[config.mk]
export PLATFORM = sky130hd
export DESIGN_NAME = boot_loader
export DESIGN_NICKNAME = d
export VERILOG_FILES = /design/src/rtl/boot_loader.sv
export SDC_FILE = /design/constraint.sdc
export NUM_CORES = 1
export LEC_CHECK = 0
export CORE_ASPECT_RATIO = 0.6
export CORE_MARGIN = 10
export CORE_UTILIZATION = 50
export DETAILED_ROUTE_END_ITERATION = 8
export MAX_ROUTING_LAYER = met4
export PLACE_DENSITY = 0.76
export SYNTH_ARGS = -nofsm -noshare
export SYNTH_HDL_FRONTEND = slang
export SYNTH_SLANG_ARGS = --single-unit
[constraint.sdc]
create_clock -name i_clk -period 4.95 [get_ports i_clk]
set_clock_uncertainty 0.15 [all_clocks]
set_input_delay 0.99 -clock i_clk [delete_from_list [all_inputs] [get_ports i_clk]]
set_output_delay 0.99 -clock i_clk [all_outputs]
set_load 0.05 [all_outputs]
[src/rtl/boot_loader.sv]
// Streams a big-endian program image into instruction memory and holds the
// CPU in reset until every word of the image has been written.
module boot_loader #(
    parameter int unsigned ADDR_W    = 8,
    parameter logic [31:0] BASE_ADDR = 32'h0000_0000
) (
    input  logic        i_clk,
    input  logic        i_rst_n,
    input  logic        i_start,
    input  logic        i_byte_valid,
    input  logic [7:0]  i_byte,
    output logic        o_byte_ready,
    output logic        o_im_we,
    output logic [31:0] o_im_addr,
    output logic [31:0] o_im_data,
    output logic        o_cpu_rst_n,
    output logic        o_busy,
    output logic        o_done,
    output logic        o_err
);

    localparam int unsigned IDX_W    = ADDR_W + 1;
    localparam logic [31:0] CAPACITY = 32'd1 << ADDR_W;

    typedef enum logic [2:0] {
        S_HDR0,
        S_HDR1,
        S_LOAD,
        S_DONE,
        S_ERR
    } state_t;

    state_t             r_state;
    logic [7:0]         r_hdr_hi;
    logic [15:0]        r_count;
    logic [IDX_W-1:0]   r_word_idx;
    logic [1:0]         r_byte_cnt;
    logic [23:0]        r_asm;
    logic               r_ready;
    logic               r_busy;
    logic               r_im_we;
    logic [31:0]        r_im_addr;
    logic [31:0]        r_im_data;
    logic               r_cpu_rst_n;
    logic               r_done;
    logic               r_err;

    state_t             w_state;
    logic [7:0]         w_hdr_hi;
    logic [15:0]        w_count;
    logic [IDX_W-1:0]   w_word_idx;
    logic [1:0]         w_byte_cnt;
    logic [23:0]        w_asm;
    logic               w_ready;
    logic               w_busy;
    logic               w_im_we;
    logic [31:0]        w_im_addr;
    logic [31:0]        w_im_data;
    logic               w_cpu_rst_n;
    logic               w_done;
    logic               w_err;
    logic               w_accept;
    logic [15:0]        w_n_full;
    logic               w_last_word;

    assign w_accept    = i_byte_valid & r_ready;
    assign w_n_full    = {r_hdr_hi, i_byte};
    assign w_last_word = (32'(r_word_idx) + 32'd1) == 32'(r_count);

    // State and all registered outputs; every output flop is reset here.
    always_ff @(posedge i_clk or negedge i_rst_n) begin
        if (!i_rst_n) begin
            r_state     <= S_HDR0;
            r_hdr_hi    <= 8'd0;
            r_count     <= 16'd0;
            r_word_idx  <= '0;
            r_byte_cnt  <= 2'd0;
            r_asm       <= 24'd0;
            r_ready     <= 1'b1;
            r_busy      <= 1'b1;
            r_im_we     <= 1'b0;
            r_im_addr   <= 32'd0;
            r_im_data   <= 32'd0;
            r_cpu_rst_n <= 1'b0;
            r_done      <= 1'b0;
            r_err       <= 1'b0;
        end else begin
            r_state     <= w_state;
            r_hdr_hi    <= w_hdr_hi;
            r_count     <= w_count;
            r_word_idx  <= w_word_idx;
            r_byte_cnt  <= w_byte_cnt;
            r_asm       <= w_asm;
            r_ready     <= w_ready;
            r_busy      <= w_busy;
            r_im_we     <= w_im_we;
            r_im_addr   <= w_im_addr;
            r_im_data   <= w_im_data;
            r_cpu_rst_n <= w_cpu_rst_n;
            r_done      <= w_done;
            r_err       <= w_err;
        end
    end

    // Next-state and next-output decode; i_start overrides any byte acceptance.
    always_comb begin
        w_state     = r_state;
        w_hdr_hi    = r_hdr_hi;
        w_count     = r_count;
        w_word_idx  = r_word_idx;
        w_byte_cnt  = r_byte_cnt;
        w_asm       = r_asm;
        w_im_we     = 1'b0;
        w_im_addr   = r_im_addr;
        w_im_data   = r_im_data;
        w_cpu_rst_n = r_cpu_rst_n;
        w_done      = r_done;
        w_err       = r_err;

        if (i_start) begin
            w_state     = S_HDR0;
            w_word_idx  = '0;
            w_byte_cnt  = 2'd0;
            w_asm       = 24'd0;
            w_cpu_rst_n = 1'b0;
            w_done      = 1'b0;
            w_err       = 1'b0;
        end else begin
            case (r_state)
                S_HDR0: begin
                    if (w_accept) begin
                        w_hdr_hi = i_byte;
                        w_state  = S_HDR1;
                    end
                end
                S_HDR1: begin
                    if (w_accept) begin
                        w_count    = w_n_full;
                        w_word_idx = '0;
                        w_byte_cnt = 2'd0;
                        if (w_n_full == 16'd0) begin
                            w_state     = S_DONE;
                            w_done      = 1'b1;
                            w_cpu_rst_n = 1'b1;
                        end else if (32'(w_n_full) > CAPACITY) begin
                            w_state = S_ERR;
                            w_err   = 1'b1;
                        end else begin
                            w_state = S_LOAD;
                        end
                    end
                end
                S_LOAD: begin
                    if (w_accept) begin
                        w_asm      = {r_asm[15:0], i_byte};
                        w_byte_cnt = r_byte_cnt + 2'd1;
                        if (r_byte_cnt == 2'd3) begin
                            w_im_we    = 1'b1;
                            w_im_data  = {r_asm, i_byte};
                            w_im_addr  = BASE_ADDR + 32'({r_word_idx, 2'b00});
                            w_word_idx = r_word_idx + IDX_W'(1);
                            if (w_last_word) begin
                                w_state = S_DONE;
                            end
                        end
                    end
                end
                // Release lags the final write by one cycle so no fetch sees a pending write.
                S_DONE: begin
                    w_done      = 1'b1;
                    w_cpu_rst_n = 1'b1;
                end
                S_ERR: begin
                    w_err       = 1'b1;
                    w_cpu_rst_n = 1'b0;
                end
                default: begin
                    w_state = S_HDR0;
                end
            endcase
        end

        w_ready = (w_state == S_HDR0) || (w_state == S_HDR1) || (w_state == S_LOAD);
        w_busy  = w_ready;
    end

    assign o_byte_ready = r_ready;
    assign o_busy       = r_busy;
    assign o_im_we      = r_im_we;
    assign o_im_addr    = r_im_addr;
    assign o_im_data    = r_im_data;
    assign o_cpu_rst_n  = r_cpu_rst_n;
    assign o_done       = r_done;
    assign o_err        = r_err;

endmodule

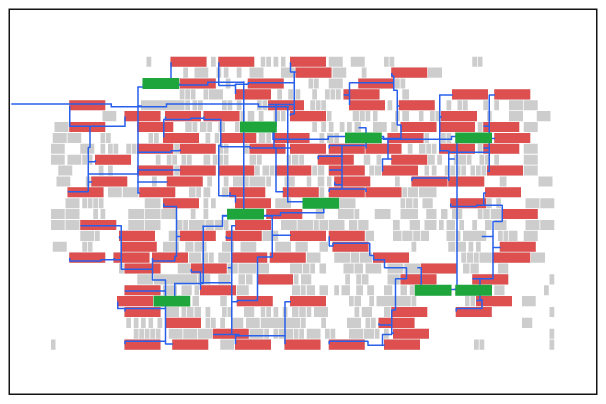
(run_1/clk_routes.png)
(4 px per um)
Red is flip-flops, count 108. Blue is clock wires, length 1180 um. Green is clock drivers, count 9.
There are 10 routed clock nets.

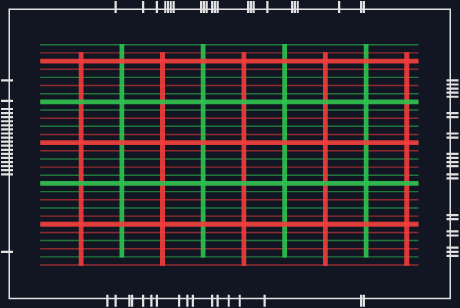
(run_1/power_grid.png)
(3 px per um) Pins as bars on the die edge.
Green is VDD. Red is VSS.
The core has 27 rows. 9 straps on met4. 82 signal pins sit on the boundary.

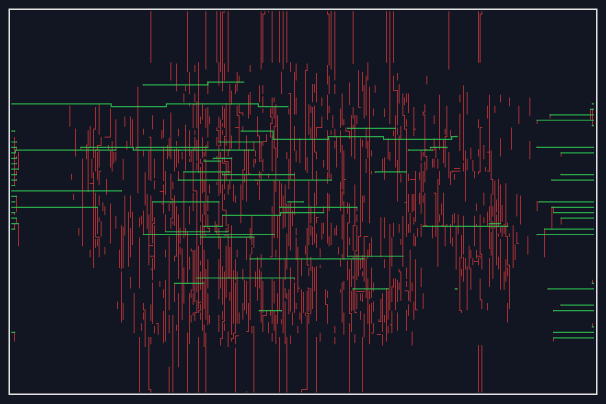
(run_1/wires.png)
(4 px per um) Two of the layers only.
Green is metal 3, wire length 852 um. Red is metal 2, wire length 4740 um.

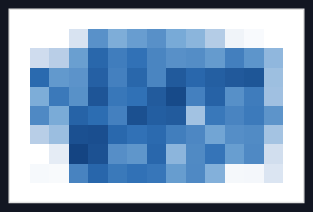
(run_1/cell_density.png)
(2 px per um) The die is cut into 15 by 10 equal tiles; white is low, dark blue is high, 0 to 100% covered.
The mean over all tiles is 40%. The fullest tile reaches 92%. 33% of the tiles are nearly empty.

==> qor.csv, run 1 <==
stage,metric,value,unit
outcome,status,completed,
pwr,power.internal,1.55,mW
timing,setup-tns-final,0,ns
run,warning_count,26,
yosys,ys_area,4800,um2
floorplan,std_cell_rows,27,
hold_path,hp-class,flop to flop,
timing,slew-limit-headroom,0.350,
cells_and_area,seqCellArea,2700,um2
global_route,grt_antenna_before_repair,0,
clocking,cts_buffer_depth,2,
floorplan,core_area,9260,um2
pwr,pwr-share-comb,0.134,
pwr,combinationalPower,0.284,mW
yosys,async_flop_share,1.00,
floorplan,die_h,95.9,um
critical_path,worstPathRequired,5.10,ns
pwr,power_density,371,nW/um2
route,routed_wl,11200,um
pwr,swShare,0.270,
timing,fin_crit_sh,0.652,
critical_path,cp-startpoint,i_byte_valid,
pwr,leakage,2.67,nW
yosys,flop_cell,dfrtp_1,
yosys,ys_ff,108,
route,drc_errors,0,
timing,fmax,0.310,GHz
yosys,synth.distinct_cells,47,
global_route,grt_pass1_wl,18700,um
clocking,clk_latency,0.35,ns
==> run 1: cells by family after synthesis <==
kind of cell / Yosys count / synth area share
AOI/OAI and AO/OA: 56 / 0.0699
xor gates and xnor gates: 13 / 0.0268
adders and majority gates: 2 / 0.00521
buffers and inverters: 55 / 0.0644
DFF: 108 / 0.563
muxes: 25 / 0.0584
other: 1 / 0.000781
and+or+nand+nor: 242 / 0.211
==> run 1: metal layers <==
metal | track usage | wire [um] | vias up
li1 | - | - | 1680
met2 | 0.238 | 4740 | 106
met5 | - | 0 | -
met3 | 0.0567 | 852 | 9
met4 | 0.0473 | 109 | 0
met1 | 0.235 | 5490 | 1725
==> run 1: state kept, by name (all words and copies together), names as in the netlist, 2 cells and up <==
register / flops
r_count: 16
o_im_addr: 9
r_byte_cnt: 2
r_asm: 24
r_state: 3
r_hdr_hi: 8
r_word_idx: 9
o_im_data: 32
==> run 1: synth_stat cells (3+ instances only) <==
cell	number	area [um2]
and3_1	3	18.8
nor3_1	4	20.0
clkbuf_1	19	71.3
xnor2_1	7	61.3
a21oi_1	31	155
nor2_1	19	71.3
nor4_1	7	43.8
buf_2	7	35.0
inv_1	4	15.0
buf_4	25	188
o31ai_1	3	22.5
o21ai_0	12	60.1
nand3_1	5	25.0
mux2_1	6	67.6
xor2_1	5	43.8
dfrtp_1	107	2680
mux2_2	18	203
nand2_1	185	694
==> run 1: cell usage in the layout, fill, tap and decap left out, drive strengths merged, types with 5 or more instances in the layout <==
cell / synthesis / layout
nor2: 19 / 19
o21ai: 12 / 12
mux2: 24 / 24
inv: 4 / 6
nand2: 185 / 185
clkbuf: 19 / 9
a21oi: 31 / 31
xnor2: 7 / 7
buf: 32 / 7
dfrtp: 107 / 107
conb: 1 / 23
clkdlybuf4s50: 0 / 57
nor4: 7 / 7
xor2: 5 / 5
nand3: 5 / 5
==> run 1: critical path: stages <==
cell and delay [ns]:
clkdlybuf4s50_1 0.51, nand2_1 0.10, or2_1 0.30, or3_1 0.35, inv_1 0.53, buf_4 0.39, nand2_1 0.12, nand2_1 0.07
==> run 1: metrics by stage <==
stage | instances | total power, mW | utilization | area, um2
2_1_floorplan | 524 | 1.26 | - | 4880
3_5_place_dp | 667 | 1.34 | 0.581 | 5380
5_1_grt | 683 | 2.21 | 0.617 | 5710
6_report | 683 | 2.12 | 0.617 | 5710
3_3_place_gp | 667 | 1.32 | 0.581 | 5380
4_1_cts | 683 | 2.13 | 0.617 | 5710
==> run 1: path summary, 6_finish.rpt <==
path | to | slack [ns]
setup / recovery | o_im_data[9] | 1.72
hold / removal | o_im_data[29] | 0.32
setup reg to reg | o_busy | 2.24
hold reg to reg | o_im_data[29] | 0.32
max in group asynchronous | o_im_data[12] | 3.03
min in group asynchronous | o_im_addr[2] | 0.63
==> run 1: layout make-up <==
type / count / area share
Tap cell: 130 / 0.0285
Clock buffer: 9 / 0.0394
Multi-Input combinational cell: 361 / 0.328
Clock inverter: 7 / 0.0191
Inverter: 4 / 0.00263
Timing Repair Buffer: 64 / 0.109
Sequential cell: 108 / 0.474
==> run_1/congestion.png <==
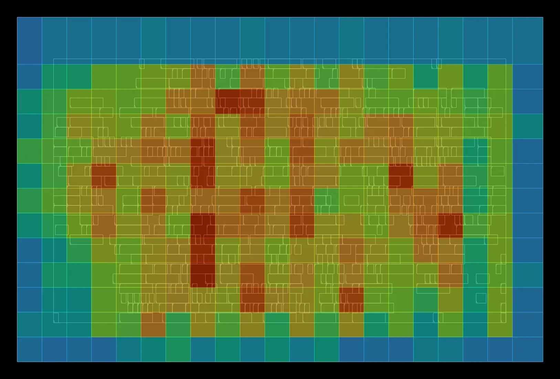

==> run 2, diff against run 1 <==
Settings changed: CORE_UTILIZATION 50 to 48.
Clock period 4.95 ns to 2.8 ns, I/O delays scaled along.
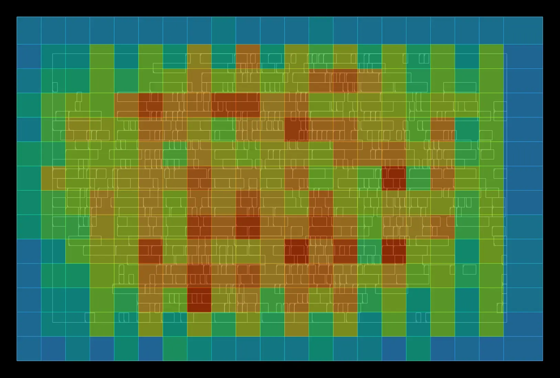
(run_2/congestion.png)
WL/cell: 16.1 um
routing usage on met1: 0.225
met3 Track Usage GR: 0.0451
GRT Max-Usage Layer: met1
Total GRT Usage: 0.159

==> run 2 against run 1 <==
Against the previous run:
- final cell count up 2.5%
- sequential power rose by 78%
- non-clock buffer count increased by 13
- largest cell class unchanged
- sequential cell count stayed put
- total power up 71%
- register-to-register slack worse by 1.9 ns
- sequential share of layout area down 1.0 points
- utilization decreased by 2.2 points
- synthesized area stayed put
- via count up 2.6%
- critical path type unchanged
- clock-buffer cell count grew 1
- first-iteration DRC count down 5.9%
==> qor.csv, run 2 <==
stage,metric,value,unit,change
outcome,status,completed,,unchanged
pwr,swShare,0.265,,was 0.270
critical_path,worstReg2RegEnd,o_busy,,unchanged
floorplan,die_h,97.5,um,was 95.9 um
timing,fmax,0.403,GHz,
critical_path,worstPathRequired,2.93,ns,was 5.10 ns
placed_design,dp.cells,685,,was 667
timing,slew-limit-headroom,0.601,,was 0.350
cells_and_area,layout_top_cells,"nand2_1, dfrtp_1, clkdlybuf4s50_1, a21oi_1, conb_1",,unchanged
global_route,grt_pass1_wl,18400,um,was 18700 um
run,warning_count,26,,unchanged
yosys,ys_ff,108,,unchanged
route,drc_errors,0,,unchanged
clocking,cts_buffer_depth,2,,unchanged
clocking,clk_latency,0.35,ns,about the same
cells_and_area,lay_top_count,nand2_1,,unchanged
yosys,top_area_cell,dfrtp_1,,unchanged
route,routed_wl,11300,um,was 11200 um
pwr,power_density,620,nW/um2,was 371 nW/um2
yosys,synth.top_cell.area_share,0.558,,unchanged
-- run 2: stage by stage --
stage          setup slack, ns  power (mW)  utilization  instance area [um2]
2_1_floorplan            0.382        2.23            -                 4880
3_3_place_gp            0.0510        2.36        0.565                 5540
3_5_place_dp            0.0170        2.38        0.565                 5540
4_1_cts                  0.330        3.63        0.595                 5830
5_1_grt                  0.245        3.75        0.595                 5830
6_report                 0.320        3.62        0.595                 5830
-- run 2: metal layers --
metal  global-route usage  vias up  wire length [um]
met3               0.0451       12               735
met1                0.225     1786              5560
li1                     -     1714                 -
met4               0.0346        0                91
met5                    -        -                 0
met2                0.221      101              4870
-- run 2: power groups by stage --
stage / Combinational (mW) / Sequential (mW) / Clock (mW)
6_report: 0.521 / 1.85 / 1.25
5_1_grt: 0.558 / 1.86 / 1.34
4_1_cts: 0.520 / 1.84 / 1.27
3_5_place_dp: 0.518 / 1.87 / 0
3_3_place_gp: 0.503 / 1.86 / 0
2_1_floorplan: 0.391 / 1.84 / 0
-- run 2: critical path: stages --
cell and delay, ns:
clkdlybuf4s50_1 0.52, nand2_1 0.11, or2_1 0.30, nor4_1 0.26
nand3_1 0.11, or4_4 0.53, a31o_1 0.22
-- run 2: cell families after synthesis --
group,synth area share
other,0.000781
DFF,0.563
buffers and inverters,0.0644
AOI/OAI and AO/OA,0.0699
xor gates and xnor gates,0.0268
adders and majority gates,0.00521
muxes,0.0584
and+or+nand+nor,0.211
-- run 2: how the worst max path moves through the flow --
| stage | start | end | slack [ns] | cells after the start |
|---|---|---|---|---|
| 2_1_floorplan | o_busy | o_busy | 0.38 | 7 |
| 3_3_place_gp | i_byte_valid | o_busy | 0.05 | 7 |
| 3_5_place_dp | i_byte_valid | o_busy | 0.02 | 7 |
| 4_1_cts | i_byte_valid | o_busy | 0.33 | 7 |
| 5_1_grt | i_byte_valid | r_word_idx[7] | 0.25 | 8 |
| 6_report | i_byte_valid | o_busy | 0.32 | 7 |
-- run 2: final cells by class --
| class | count | area, um2 | area share |
|---|---|---|---|
| Inverter | 4 | 15.0 | 0.00257 |
| Clock inverter | 5 | 52.6 | 0.00901 |
| Timing Repair Buffer | 77 | 783 | 0.134 |
| Multi-Input combinational cell | 361 | 1870 | 0.321 |
| Sequential cell | 108 | 2700 | 0.464 |
| Tap cell | 135 | 169 | 0.0290 |
| Clock buffer | 10 | 239 | 0.0410 |
No activity file was given, so power comes from the tool's default toggle rates.
